[config.mk]
export PLATFORM = sky130hd
export DESIGN_NAME = pattern_frame_ctrl_flat
export DESIGN_NICKNAME = d
export VERILOG_FILES = /design/src/rtl/pattern_frame_ctrl_pkg.sv /design/src/rtl/pattern_frame_ctrl_if.sv /design/src/rtl/pattern_blank_timer.sv /design/src/rtl/pattern_frame_ctrl.sv /design/src/flat_wrapper.sv
export SDC_FILE = /design/constraint.sdc
export NUM_CORES = 1
export LEC_CHECK = 0
export CAP_MARGIN = 20
export CORE_MARGIN = 2
export CORE_UTILIZATION = 35
export DETAILED_ROUTE_END_ITERATION = 8
export PLACE_DENSITY = 0.6
export REMOVE_ABC_BUFFERS = 1
export SYNTH_ARGS = -nofsm -noshare
export SYNTH_HDL_FRONTEND = slang
export SYNTH_HIERARCHICAL = 1
export SYNTH_SLANG_ARGS = --single-unit
[constraint.sdc]
create_clock -name clk -period 5.2 [get_ports clk]
set_clock_uncertainty 0.2 [all_clocks]
set_input_delay 0.52 -clock clk [delete_from_list [all_inputs] [get_ports clk]]
set_output_delay 0.52 -clock clk [all_outputs]
set_load 0.02 [all_outputs]
[src/rtl/pattern_frame_ctrl_pkg.sv]
// Shared constants for the pattern frame sequencer: FSM state encoding,
// counter width and default line/blanking counts.
package pattern_frame_ctrl_pkg;

  // Width of the line index and of the blanking timer.
  localparam int CNT_W = 12;

  // FSM state encoding, kept as plain constants for legacy tools.
  localparam logic [1:0] ST_IDLE   = 2'd0;
  localparam logic [1:0] ST_ACTIVE = 2'd1;
  localparam logic [1:0] ST_HBLANK = 2'd2;
  localparam logic [1:0] ST_VBLANK = 2'd3;

  // Default frame geometry.
  localparam int DEF_LINES_NORMAL = 720;
  localparam int DEF_LINES_TEST   = 16;
  localparam int DEF_HBLANK_CYC   = 32;
  localparam int DEF_VBLANK_CYC   = 256;

endpackage

[src/rtl/pattern_frame_ctrl_if.sv]
// Control/pixel-counter bundle of the pattern frame sequencer.
// frame_cnt exists only when PATTERN_FRAME_CNT_EN is defined.
interface pattern_frame_ctrl_if;
  import pattern_frame_ctrl_pkg::*;

  logic             start;
  logic             stop;
  logic             test;
  logic             end_line;
  logic             pix_enb;
  logic             pix_test;
  logic [CNT_W-1:0] line_idx;
  logic             hblank;
  logic             vblank;
  logic             frame_start;
  logic             frame_done;
  logic             busy;
`ifdef PATTERN_FRAME_CNT_EN
  logic [15:0]      frame_cnt;
`endif

  // Environment side: top-level control plus the pixel counter flag.
  modport master (
    output start, stop, test, end_line,
    input  pix_enb, pix_test, line_idx, hblank, vblank,
           frame_start, frame_done, busy
`ifdef PATTERN_FRAME_CNT_EN
    , input frame_cnt
`endif
  );

  // Sequencer side.
  modport slave (
    input  start, stop, test, end_line,
    output pix_enb, pix_test, line_idx, hblank, vblank,
           frame_start, frame_done, busy
`ifdef PATTERN_FRAME_CNT_EN
    , output frame_cnt
`endif
  );

endinterface

[src/rtl/pattern_blank_timer.sv]
// Blanking timer: 12-bit down-counter loaded on every state entry.
// done is high while the count is zero, so a load of N-1 yields N cycles.
module pattern_blank_timer
  import pattern_frame_ctrl_pkg::*;
(
  input  logic             clk,
  input  logic             rst_n,
  input  logic             load,
  input  logic [CNT_W-1:0] load_val,
  output logic             done
);

  logic [CNT_W-1:0] cnt_q, cnt_d;

  // Next count: load wins, otherwise count down and hold at zero.
  always_comb begin
    // NOTE: default assignment first so no path leaves cnt_d unassigned (no latch).
    cnt_d = cnt_q;
    if (load) begin
      cnt_d = load_val;
    end else if (cnt_q != '0) begin
      cnt_d = cnt_q - CNT_W'(1);
    end
  end

  // Count register.
  always_ff @(posedge clk or negedge rst_n) begin
    // NOTE: non-blocking assignments in clocked blocks so every flop samples pre-edge values.
    if (!rst_n) cnt_q <= '0;
    else        cnt_q <= cnt_d;
  end

  assign done = (cnt_q == '0);

endmodule

[src/rtl/pattern_frame_ctrl.sv]
// Frame sequencer for the pattern generator: drives the pixel counter,
// counts active lines, inserts horizontal/vertical blanking and strobes
// frame_start/frame_done. Optional PATTERN_FRAME_CNT_EN adds frame_cnt.
module pattern_frame_ctrl
  import pattern_frame_ctrl_pkg::*;
#(
  parameter int LINES_NORMAL = DEF_LINES_NORMAL,
  parameter int LINES_TEST   = DEF_LINES_TEST,
  parameter int HBLANK_CYC   = DEF_HBLANK_CYC,
  parameter int VBLANK_CYC   = DEF_VBLANK_CYC
)
(
  input  logic                 clk,
  input  logic                 rst_n,
  pattern_frame_ctrl_if.slave  bus
);

  localparam logic [CNT_W-1:0] LAST_NORMAL = CNT_W'(LINES_NORMAL - 1);
  localparam logic [CNT_W-1:0] LAST_TEST   = CNT_W'(LINES_TEST - 1);
  localparam logic [CNT_W-1:0] HB_LOAD     = CNT_W'(HBLANK_CYC - 1);
  localparam logic [CNT_W-1:0] VB_LOAD     = CNT_W'(VBLANK_CYC - 1);

  logic [1:0]       state_q, state_d;
  logic [CNT_W-1:0] line_idx_q, line_idx_d;
  logic             pix_test_q, pix_test_d;
  logic             stop_pend_q, stop_pend_d;
  logic             frame_start_q, frame_start_d;
  logic             frame_done_q, frame_done_d;
  logic             tmr_load, tmr_done;
  logic [CNT_W-1:0] tmr_val;
  logic [CNT_W-1:0] last_line;
`ifdef PATTERN_FRAME_CNT_EN
  logic [15:0]      frame_cnt_q, frame_cnt_d;
`endif

  pattern_blank_timer u_timer (
    .clk      (clk),
    .rst_n    (rst_n),
    .load     (tmr_load),
    .load_val (tmr_val),
    .done     (tmr_done)
  );

  // Mode is frozen for the frame, so the last line follows pix_test_q.
  assign last_line = pix_test_q ? LAST_TEST : LAST_NORMAL;

  // FSM next state, line index, mode freeze, stop request and strobes.
  always_comb begin
    state_d       = state_q;
    line_idx_d    = line_idx_q;
    pix_test_d    = pix_test_q;
    stop_pend_d   = stop_pend_q;
    frame_start_d = 1'b0;
    frame_done_d  = 1'b0;
    tmr_load      = 1'b0;
    tmr_val       = '0;

    case (state_q)
      ST_IDLE: begin
        if (bus.start) begin
          state_d       = ST_ACTIVE;
          pix_test_d    = bus.test;
          line_idx_d    = '0;
          stop_pend_d   = 1'b0;
          frame_start_d = 1'b1;
        end
      end
      ST_ACTIVE: begin
        if (bus.end_line) begin
          if (line_idx_q == last_line) begin
            state_d      = ST_VBLANK;
            frame_done_d = 1'b1;
          end else begin
            state_d = ST_HBLANK;
          end
        end
      end
      ST_HBLANK: begin
        if (tmr_done) begin
          state_d    = ST_ACTIVE;
          line_idx_d = line_idx_q + CNT_W'(1);
        end
      end
      ST_VBLANK: begin
        if (tmr_done) begin
          line_idx_d = '0;
          if (stop_pend_q || !bus.start) begin
            state_d = ST_IDLE;
          end else begin
            state_d       = ST_ACTIVE;
            pix_test_d    = bus.test;
            frame_start_d = 1'b1;
          end
        end
      end
      default: state_d = ST_IDLE;
    endcase

    // A stop seen while running is remembered until the frame boundary.
    if (state_q != ST_IDLE && bus.stop) stop_pend_d = 1'b1;

    // Restart the blanking timer on every state entry.
    if (state_d != state_q) begin
      tmr_load = 1'b1;
      if (state_d == ST_HBLANK)      tmr_val = HB_LOAD;
      else if (state_d == ST_VBLANK) tmr_val = VB_LOAD;
    end
  end

`ifdef PATTERN_FRAME_CNT_EN
  // Completed-frame counter, cleared when a new run starts.
  always_comb begin
    frame_cnt_d = frame_cnt_q;
    if (state_q == ST_IDLE && bus.start) frame_cnt_d = '0;
    else if (frame_done_q)               frame_cnt_d = frame_cnt_q + 16'd1;
  end
`endif

  // State and flag registers.
  always_ff @(posedge clk or negedge rst_n) begin
    if (!rst_n) begin
      state_q       <= ST_IDLE;
      line_idx_q    <= '0;
      pix_test_q    <= 1'b0;
      stop_pend_q   <= 1'b0;
      frame_start_q <= 1'b0;
      frame_done_q  <= 1'b0;
`ifdef PATTERN_FRAME_CNT_EN
      frame_cnt_q   <= '0;
`endif
    end else begin
      state_q       <= state_d;
      line_idx_q    <= line_idx_d;
      pix_test_q    <= pix_test_d;
      stop_pend_q   <= stop_pend_d;
      frame_start_q <= frame_start_d;
      frame_done_q  <= frame_done_d;
`ifdef PATTERN_FRAME_CNT_EN
      frame_cnt_q   <= frame_cnt_d;
`endif
    end
  end

  assign bus.pix_enb     = (state_q == ST_ACTIVE);
  assign bus.hblank      = (state_q == ST_HBLANK);
  assign bus.vblank      = (state_q == ST_VBLANK);
  assign bus.busy        = (state_q != ST_IDLE);
  assign bus.pix_test    = pix_test_q;
  assign bus.line_idx    = line_idx_q;
  assign bus.frame_start = frame_start_q;
  assign bus.frame_done  = frame_done_q;
`ifdef PATTERN_FRAME_CNT_EN
  assign bus.frame_cnt   = frame_cnt_q;
`endif

endmodule

[src/flat_wrapper.sv]
// flat-port wrapper written by rule: the top's interface ports become plain ports
module pattern_frame_ctrl_flat import pattern_frame_ctrl_pkg::*;
#(
  parameter int LINES_NORMAL = DEF_LINES_NORMAL,
  parameter int LINES_TEST   = DEF_LINES_TEST,
  parameter int HBLANK_CYC   = DEF_HBLANK_CYC,
  parameter int VBLANK_CYC   = DEF_VBLANK_CYC
)
  (clk, rst_n, bus_start, bus_stop, bus_test, bus_end_line, bus_pix_enb, bus_pix_test, bus_line_idx, bus_hblank, bus_vblank, bus_frame_start, bus_frame_done, bus_busy);
  pattern_frame_ctrl_if bus_i ();
  input  logic clk;
  input  logic rst_n;
  input wire logic [$bits(bus_i.start)-1:0] bus_start;
  input wire logic [$bits(bus_i.stop)-1:0] bus_stop;
  input wire logic [$bits(bus_i.test)-1:0] bus_test;
  input wire logic [$bits(bus_i.end_line)-1:0] bus_end_line;
  output wire logic [$bits(bus_i.pix_enb)-1:0] bus_pix_enb;
  output wire logic [$bits(bus_i.pix_test)-1:0] bus_pix_test;
  output wire logic [$bits(bus_i.line_idx)-1:0] bus_line_idx;
  output wire logic [$bits(bus_i.hblank)-1:0] bus_hblank;
  output wire logic [$bits(bus_i.vblank)-1:0] bus_vblank;
  output wire logic [$bits(bus_i.frame_start)-1:0] bus_frame_start;
  output wire logic [$bits(bus_i.frame_done)-1:0] bus_frame_done;
  output wire logic [$bits(bus_i.busy)-1:0] bus_busy;
  assign bus_i.start = bus_start;
  assign bus_i.stop = bus_stop;
  assign bus_i.test = bus_test;
  assign bus_i.end_line = bus_end_line;
  assign bus_pix_enb = bus_i.pix_enb;
  assign bus_pix_test = bus_i.pix_test;
  assign bus_line_idx = bus_i.line_idx;
  assign bus_hblank = bus_i.hblank;
  assign bus_vblank = bus_i.vblank;
  assign bus_frame_start = bus_i.frame_start;
  assign bus_frame_done = bus_i.frame_done;
  assign bus_busy = bus_i.busy;
  pattern_frame_ctrl #(.LINES_NORMAL(LINES_NORMAL), .LINES_TEST(LINES_TEST), .HBLANK_CYC(HBLANK_CYC), .VBLANK_CYC(VBLANK_CYC)) u_core (.clk(clk), .rst_n(rst_n), .bus(bus_i));
endmodule
clk_routes.png
Drawn at 4 px/um.
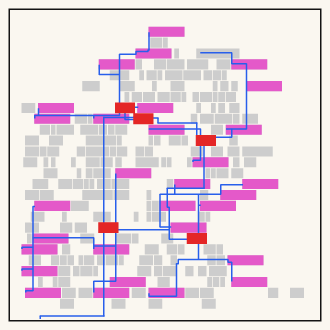
Key: clock wires = blue [length 473 um]; flip-flops = magenta [count 30]; clock drivers = red [count 5]
There are 6 routed clock nets. Position of the flops: spread over the die.

congestion.png
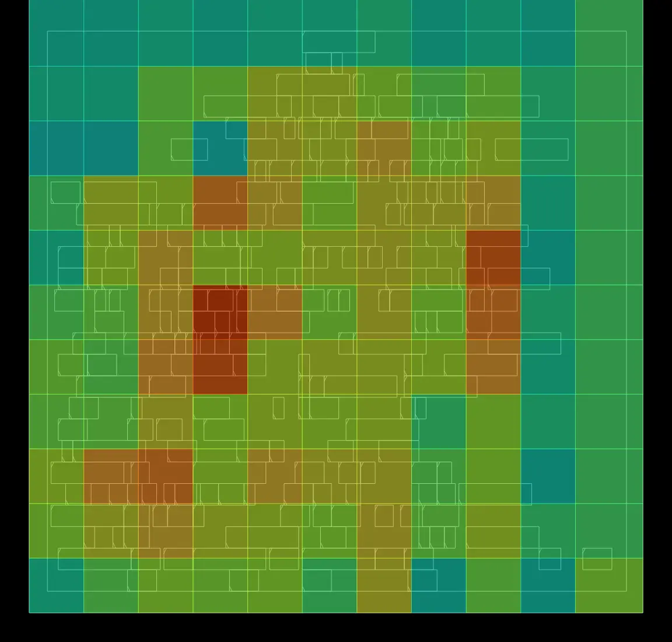
M3 GR Usage: 3.14%
grt met2 use: 22.8%
WL/cell: 13.8 um
Total GRT Usage: 14.9%
busiest grt layer: met2

==> impl_metrics.toml <==
# physical design summary
[timing]
hold_viol = 0
max_freq_mhz = 278
min_period_ns = 3.60
rsz0062_at_grt = "no"
fin_tns_setup_ns = 0
finalMaxSlewViolations = 0
period_used_pct = 69.2
slew_headroom_pct = 50.6
tightest_slew_ns = 0.739
hold_ws_ns = 0.343
finalSetupViolations = 0
worst_slack_ns = 1.60

[run_status]
status = "completed"

[grt]
antenna_found_initial = 0
grt_max_degree = 31
grt_pass1_vias = 1486
overflow = 0
grt_pass1_wl_um = 7130
met1_usage_pct = 20.3

[cells_and_area]
final_cells = 287
num_antenna_cells = 0
final_core_util_pct = 44.6
sh_seq_area_pct = 32.6
ff_latch_area_um2 = 751
syn_to_final_growth_pct = 21.8
drive_above_1_share_pct = 12.0
comb_share_pct = 46.5
final_cell_mix = "dfrtp_1 (30), clkdlybuf4s50_1 (24), nand2_1 (15)"
lay_top_count = "dfrtp_1"
buf_share_pct = 10.7
combGateArea_um2 = 1070
buffers = 25
clockBufferCount = 6
area_dominant_class = "logic gates"
layout.nets = 230
nonClockInverterCount = 9
stdcell_area_um2 = 2300
num-fill-cells = 486
flops = 30
num-multi-input-gates = 146
final-clk-cell-share_pct = 4.89

[run]
cap_violations = 0
warning_count = 29

[yosys]
ys_seq_share_pct = 39.7
ff_type = "dfrtp_1"
synth.area.top_cells = "dfrtp_1 (40%), ha_1 (4.6%), nor4_4 (3.4%)"
yosys.area_share.simple_pct = 26.3
syn_area_um2 = 1890
xor_area_share_pct = 5.09
edf_count = 0
ys_cells = 188
adder_share_pct = 4.63
yosysMostFrequentCell = "dfrtp_1"
yosys.area.top_type = "dfrtp_1"
synth_top_area_share_pct = 39.7
synthTopLogicFamily = "simple AND/OR/NAND/NOR gates"
ys_warn_count = 6
synth_cells = 188
ys_top_cells_by_count = "dfrtp_1 (30), nand2_1 (15), nor2_1 (13)"
yosys_area_um2 = 1890
syn_avg_cell_area_um2 = 10.1
synth-async-reset-ratio_pct = 100
synth.distinct_cells = 56
ys.flops = 30
aoi_share_pct = 17.1
yosys-mux-area-fraction_pct = 2.78

[clock_tree]
htreeDepth = 2
post-cts-setup-buffers = 0
clock-sinks = 30
root_buffer = "clkbuf_8"
cts_hold_buf = 0
postCtsResizedCells = 0
cts_tree = "built"
clk_pin_slew_ns = 0.06
numCtsBuffers = 5
cts_buffer_depth = 2
clkLatencyLatePin_ns = 0.28

[detailed_routing]
drc = 0
ant_nets = 0
dr_total_vias = 1502
wl_met1_um = 2000
routed-wl-met2_um = 1800
drt-pass1-iter-count = 4
wl_met3_um = 120
routed_via_density = 5.23
drt_iter0_markers = 97
routed_wl_um = 3970
top_layer = "met4"

[setup_path]
cp-endpoint = "u_core/u_timer/cnt_q[6]$_DFFE_PN0P_"
crit_fanout = 22
crit_path_end_kind = "flip-flop"
worstPathArrival_ns = 3.52
path_buffers = 2
slowest_delay_ns = 0.54
reg2reg_depth = 12
path_depth = 12
cp_data_required_time_ns = 5.12
cp-startpoint = "u_core/u_timer/cnt_q[0]$_DFFE_PN0P_"
cpMaxStageDelayCell = "nand3_1"
path_cells = "inv_1 -> ha_1 -> nor4b_2 -> nand3_1 -> inv_2 -> o22ai_1 -> a31oi_1 -> nor4_4 -> a2bb2oi_1 -> nand3_1 -> a311oi_1 -> a21oi_1"
r2r_end = "u_core/u_timer/cnt_q[6]$_DFFE_PN0P_"
r2r_slack_ns = 1.60
r2r-start = "u_core/u_timer/cnt_q[0]$_DFFE_PN0P_"
crit_family = "simple AND/OR/NAND/NOR gates"
cp-start-kind = "flip-flop"
critPathKind = "reg2reg"
path_common_cell = "nand3_1"

[power_and_ir_drop]
ir_drop_mv = 0.242
clk-power_w = 0.000239
p_comb_w = 0.000615
sequentialPowerShare_pct = 30.9
power-top-group = "combinational logic"
p_int_w = 0.000726
p_leak_nw = 0.948
powerDensity_nw_per_um2 = 536
seq_power_w = 0.000382
combPwrFrac_pct = 49.7
clkPwrFrac_pct = 19.3
finalPower_w = 0.00124
p_sw_w = 0.000510
sw_frac_of_total_pct = 41.3

[floorplan]
fp.dieW_um = 77.5
die_area_um2 = 6010
core-area_um2 = 5170
ios = 25
core_util_floorplan_pct = 36.6
die_h_um = 77.5
num_rows = 26
taps = 70

[placed_design]
place_ws_ns = 1.60
gp_congestion = 0.768
dpl_cell_area_um2 = 2190
dp_cells = 280
placement.io_buffers = 24
dp_hpwl_um = 2790

[min_path]
whs_endpoint = "u_core/stop_pend_q$_DFFE_PN0P_"
hold-path-cell-count = 1
min_path_type = "reg2reg"
worstHoldStart = "u_core/stop_pend_q$_DFFE_PN0P_"
metal_density.png
Drawn at 4 px/um. The die is cut into 16 by 16 equal tiles; white is low, dark blue is high, scaled to the fullest tile. Values are wire area over tile area, all layers added.
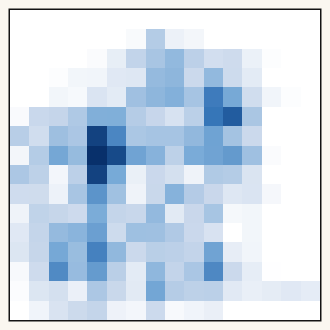
9.4% of the tiles are over half the peak. 31% of the tiles are nearly empty. The densest ninth of the die: middle left. The emptiest ninth of the die: upper left. The fullest tile reaches 0.50. The mean over all tiles is 0.10.

No activity file was given, so power comes from the tool's default toggle rates.
